### config.mk
export PLATFORM = sky130hd
export DESIGN_NAME = dac_spi_frame_rx
export DESIGN_NICKNAME = d
export VERILOG_FILES = /design/src/rtl/dac_spi_pkg.sv /design/src/rtl/sync_edge_det.sv /design/src/rtl/dac_spi_frame_rx.sv
export SDC_FILE = /design/constraint.sdc
export NUM_CORES = 1
export LEC_CHECK = 0
export CORE_MARGIN = 4
export CORE_UTILIZATION = 45
export CTS_BUF_LIST = sky130_fd_sc_hd__clkbuf_4 sky130_fd_sc_hd__clkbuf_8
export DETAILED_ROUTE_END_ITERATION = 16
export PLACE_DENSITY = 0.66
export RECOVER_POWER = 50
export SETUP_SLACK_MARGIN = 0.15
export SYNTH_ARGS = -nofsm -noshare
export SYNTH_HDL_FRONTEND = slang
export SYNTH_SLANG_ARGS = --single-unit
export TNS_END_PERCENT = 10
### constraint.sdc
create_clock -name clk12MHz -period 1.8 [get_ports clk12MHz]
set_clock_uncertainty 0.05 [all_clocks]
set_input_delay 0.45 -clock clk12MHz [delete_from_list [all_inputs] [get_ports clk12MHz]]
set_output_delay 0.45 -clock clk12MHz [all_outputs]
set_load 0.03 [all_outputs]
### src/rtl/dac_spi_pkg.sv
// Shared frame geometry, counter limits and FSM encoding for the DAC SPI
// frame receiver.
package dac_spi_pkg;

    localparam int FRAME_BITS  = 16;
    localparam int PREFIX_BITS = 4;
    localparam int DATA_BITS   = 12;
    localparam int CNT_W       = 5;

    localparam logic [PREFIX_BITS-1:0] DEFAULT_PREFIX = 4'b0011;
    localparam logic [CNT_W-1:0]       CNT_FULL       = 5'd16;
    localparam logic [CNT_W-1:0]       CNT_SAT        = 5'd17;

    typedef enum logic [1:0] {
        ST_IDLE  = 2'd0,
        ST_SHIFT = 2'd1,
        ST_CHECK = 2'd2
    } rx_state_e;

endpackage

### src/rtl/sync_edge_det.sv
// Multi-flop synchronizer for one asynchronous input, with registered
// rise/fall pulses and a level output aligned to those pulses.
module sync_edge_det #(
    parameter int   STAGES     = 2,
    parameter logic IDLE_LEVEL = 1'b1
) (
    input  logic clk12MHz,
    input  logic rst,
    input  logic din,
    output logic level,
    output logic rise,
    output logic fall
);

    logic [STAGES-1:0] sync_q, sync_d;
    logic              prev_q, prev_d;
    logic              rise_q, rise_d;
    logic              fall_q, fall_d;

    always_comb begin
        sync_d[0] = din;
        for (int i = 1; i < STAGES; i++) begin
            sync_d[i] = sync_q[i-1];
        end
        prev_d = sync_q[STAGES-1];
        rise_d = sync_q[STAGES-1] & ~prev_q;
        fall_d = ~sync_q[STAGES-1] & prev_q;
    end

    // Reset to the bus idle level so reset release never fakes an edge.
    always_ff @(posedge clk12MHz) begin
        if (!rst) begin
            sync_q <= {STAGES{IDLE_LEVEL}};
            prev_q <= IDLE_LEVEL;
            rise_q <= 1'b0;
            fall_q <= 1'b0;
        end else begin
            sync_q <= sync_d;
            prev_q <= prev_d;
            rise_q <= rise_d;
            fall_q <= fall_d;
        end
    end

    assign level = prev_q;
    assign rise  = rise_q;
    assign fall  = fall_q;

endmodule

### src/rtl/dac_spi_frame_rx.sv
// SPI slave receiver for 16-bit DAC frames (4-bit prefix + 12-bit data),
// oversampled by clk12MHz; accepted frames update rx_data/rx_prefix.
module dac_spi_frame_rx
    import dac_spi_pkg::*;
#(
    parameter logic [PREFIX_BITS-1:0] EXPECTED_PREFIX = DEFAULT_PREFIX,
    parameter int                     SYNC_STAGES     = 2
) (
    input  logic                   clk12MHz,
    input  logic                   rst,
    input  logic                   spi_cs_n,
    input  logic                   spi_sck,
    input  logic                   spi_sdi,
    output logic [DATA_BITS-1:0]   rx_data,
    output logic [PREFIX_BITS-1:0] rx_prefix,
    output logic                   rx_valid,
    output logic                   rx_err,
    output logic                   busy
);

    localparam int STAGES  = (SYNC_STAGES < 2) ? 2 : SYNC_STAGES;
    localparam int FLUSH_W = STAGES + 2;

    logic cs_level, cs_rise, cs_fall;
    logic sck_level, sck_rise, sck_fall_unused;

    sync_edge_det #(.STAGES(STAGES), .IDLE_LEVEL(1'b1)) u_cs_sync (
        .clk12MHz (clk12MHz),
        .rst      (rst),
        .din      (spi_cs_n),
        .level    (cs_level),
        .rise     (cs_rise),
        .fall     (cs_fall)
    );

    sync_edge_det #(.STAGES(STAGES), .IDLE_LEVEL(1'b1)) u_sck_sync (
        .clk12MHz (clk12MHz),
        .rst      (rst),
        .din      (spi_sck),
        .level    (sck_level),
        .rise     (sck_rise),
        .fall     (sck_fall_unused)
    );

    // One extra stage keeps sdi aligned with the registered sck edge pulse.
    logic [STAGES:0] sdi_sync_q, sdi_sync_d;
    logic            sdi_bit;

    rx_state_e                 state_q, state_d;
    logic [FRAME_BITS-1:0]     shift_q, shift_d;
    logic [CNT_W-1:0]          count_q, count_d;
    logic [DATA_BITS-1:0]      rx_data_q, rx_data_d;
    logic [PREFIX_BITS-1:0]    rx_prefix_q, rx_prefix_d;
    logic                      rx_valid_q, rx_valid_d;
    logic                      rx_err_q, rx_err_d;
    logic [FLUSH_W-1:0]        flush_q, flush_d;
    logic                      armed_q, armed_d;
    logic                      settled, accept, start;

    assign sdi_bit = sdi_sync_q[STAGES];
    assign settled = flush_q[FLUSH_W-1];
    assign start   = cs_fall & armed_q;
    assign accept  = (count_q == CNT_FULL) &&
                     (shift_q[FRAME_BITS-1 -: PREFIX_BITS] == EXPECTED_PREFIX);

    always_comb begin
        sdi_sync_d  = {sdi_sync_q[STAGES-1:0], spi_sdi};
        flush_d     = {flush_q[FLUSH_W-2:0], 1'b1};
        // A frame already under way at reset release is skipped until the bus idles.
        armed_d     = armed_q | (settled & cs_level & sck_level);
        state_d     = state_q;
        shift_d     = shift_q;
        count_d     = count_q;
        rx_data_d   = rx_data_q;
        rx_prefix_d = rx_prefix_q;
        rx_valid_d  = 1'b0;
        rx_err_d    = 1'b0;

        case (state_q)
            ST_IDLE: begin
                if (start) begin
                    state_d = ST_SHIFT;
                    shift_d = '0;
                    count_d = '0;
                end
            end
            ST_SHIFT: begin
                if (cs_rise) begin
                    state_d = ST_CHECK;
                end else if (sck_rise) begin
                    shift_d = {shift_q[FRAME_BITS-2:0], sdi_bit};
                    count_d = (count_q == CNT_SAT) ? CNT_SAT : count_q + 1'b1;
                end
            end
            ST_CHECK: begin
                if (accept) begin
                    rx_valid_d  = 1'b1;
                    rx_prefix_d = shift_q[FRAME_BITS-1 -: PREFIX_BITS];
                    rx_data_d   = shift_q[DATA_BITS-1:0];
                end else begin
                    rx_err_d = 1'b1;
                end
                if (start) begin
                    state_d = ST_SHIFT;
                    shift_d = '0;
                    count_d = '0;
                end else begin
                    state_d = ST_IDLE;
                end
            end
            default: state_d = ST_IDLE;
        endcase
    end

    always_ff @(posedge clk12MHz) begin
        if (!rst) begin
            sdi_sync_q  <= '0;
            flush_q     <= '0;
            armed_q     <= 1'b0;
            state_q     <= ST_IDLE;
            shift_q     <= '0;
            count_q     <= '0;
            rx_data_q   <= '0;
            rx_prefix_q <= '0;
            rx_valid_q  <= 1'b0;
            rx_err_q    <= 1'b0;
        end else begin
            sdi_sync_q  <= sdi_sync_d;
            flush_q     <= flush_d;
            armed_q     <= armed_d;
            state_q     <= state_d;
            shift_q     <= shift_d;
            count_q     <= count_d;
            rx_data_q   <= rx_data_d;
            rx_prefix_q <= rx_prefix_d;
            rx_valid_q  <= rx_valid_d;
            rx_err_q    <= rx_err_d;
        end
    end

    assign rx_data   = rx_data_q;
    assign rx_prefix = rx_prefix_q;
    assign rx_valid  = rx_valid_q;
    assign rx_err    = rx_err_q;
    assign busy      = (state_q == ST_SHIFT);

endmodule

==> summary.txt <==
State of the implementation.

- The flow ran to the end, and the final reports show no timing, DRC or antenna violations.
- The number of top-level design ports is 24, for reference.
- Yosys reports a chip area of 0.00225 mm2.
- Tap insertion was completed with 67 tapcells.
- TritonCTS built the clock tree.
- The die is 78.7 um wide.
- The achievable frequency is 627 MHz, for reference.
- The pin closest to its max-slew limit shows a slew of 0.518 ns.
- The buffer_ports step reported a buffer count of 23.
- The flop count is 58, for reference.
- The clock-cell share of area is 7.91%, for reference.
- The share of the synthesized area in the top cell type is 51.6%, for reference.
- The setup slack at placement is 0.0901 ns, for reference.
- The first detailed-routing pass ran for 4 iterations.
- The share of cells above drive strength 1 is 17.5%, for reference.
- The setup path with the least slack is of type register to output port.
- The total length of routed met3 wires is 246 um, for reference.
- Per the layout area report, the sequential fraction of cell area is 41.3%.
- The area growth from synthesis to layout is 25.2%.
- The main area contributors are sky130_fd_sc_hd__dfxtp_1, sky130_fd_sc_hd__a21oi_1, sky130_fd_sc_hd__o41ai_2, sky130_fd_sc_hd__nand3_1, sky130_fd_sc_hd__nand2_1.
- The synthesized netlist contains 32 unique library cells.
-- power groups by stage --
stage                     combinational (W)  clock [W]  sequential [W]
after floorplan                   0.0000254          0         0.00133
after global placement            0.0000436          0         0.00133
after detailed placement          0.0000446          0         0.00133
after CTS                         0.0000447    0.00136         0.00130
after global routing              0.0000477    0.00141         0.00130
final                             0.0000422    0.00132         0.00130
-- flip-flops by register name, summed over array words and instances (netlist names), 2 cells and up --
name and cells:
rx_data 12, u_cs_sync.sync_q 2, state_q 2, u_sck_sync.sync_q 2, flush_q 4, count_q 5
shift_q 16, sdi_sync_q 3, rx_prefix 4
Figure 1. Routing congestion map.
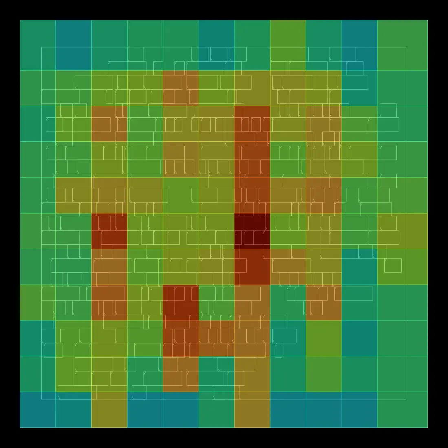
Most Used Layer, Global Route: met2
global-route met3 utilization: 4.24%

Figure 2. Sequential cells grouped by signal name.
Drawn at 4 px/um.
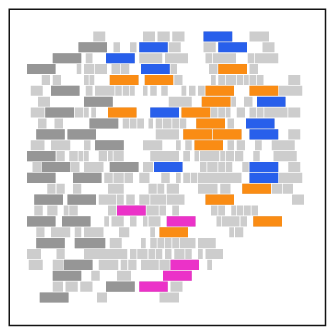
- orange: shift_q (flops 16)
- blue: rx_data (flops 12)
- magenta: count_q (flops 5; where bottom middle)
register cell area after layout: 0.00116 mm2
power attributed to sequential cells: 0.00130 W

Figure 3. Signal wires by layer.
Drawn at 4 px/um.
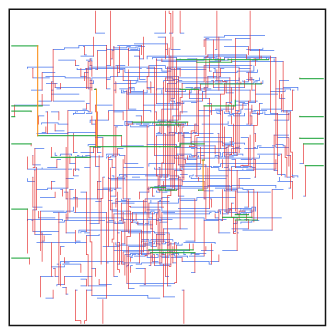
- red: met2 (wire length 2260 um)
- orange: met4 (wire length 44.2 um)
- green: met3 (wire length 247 um)
- blue: met1 (wire length 2180 um)

Power is estimated from default activity; no workload was simulated.
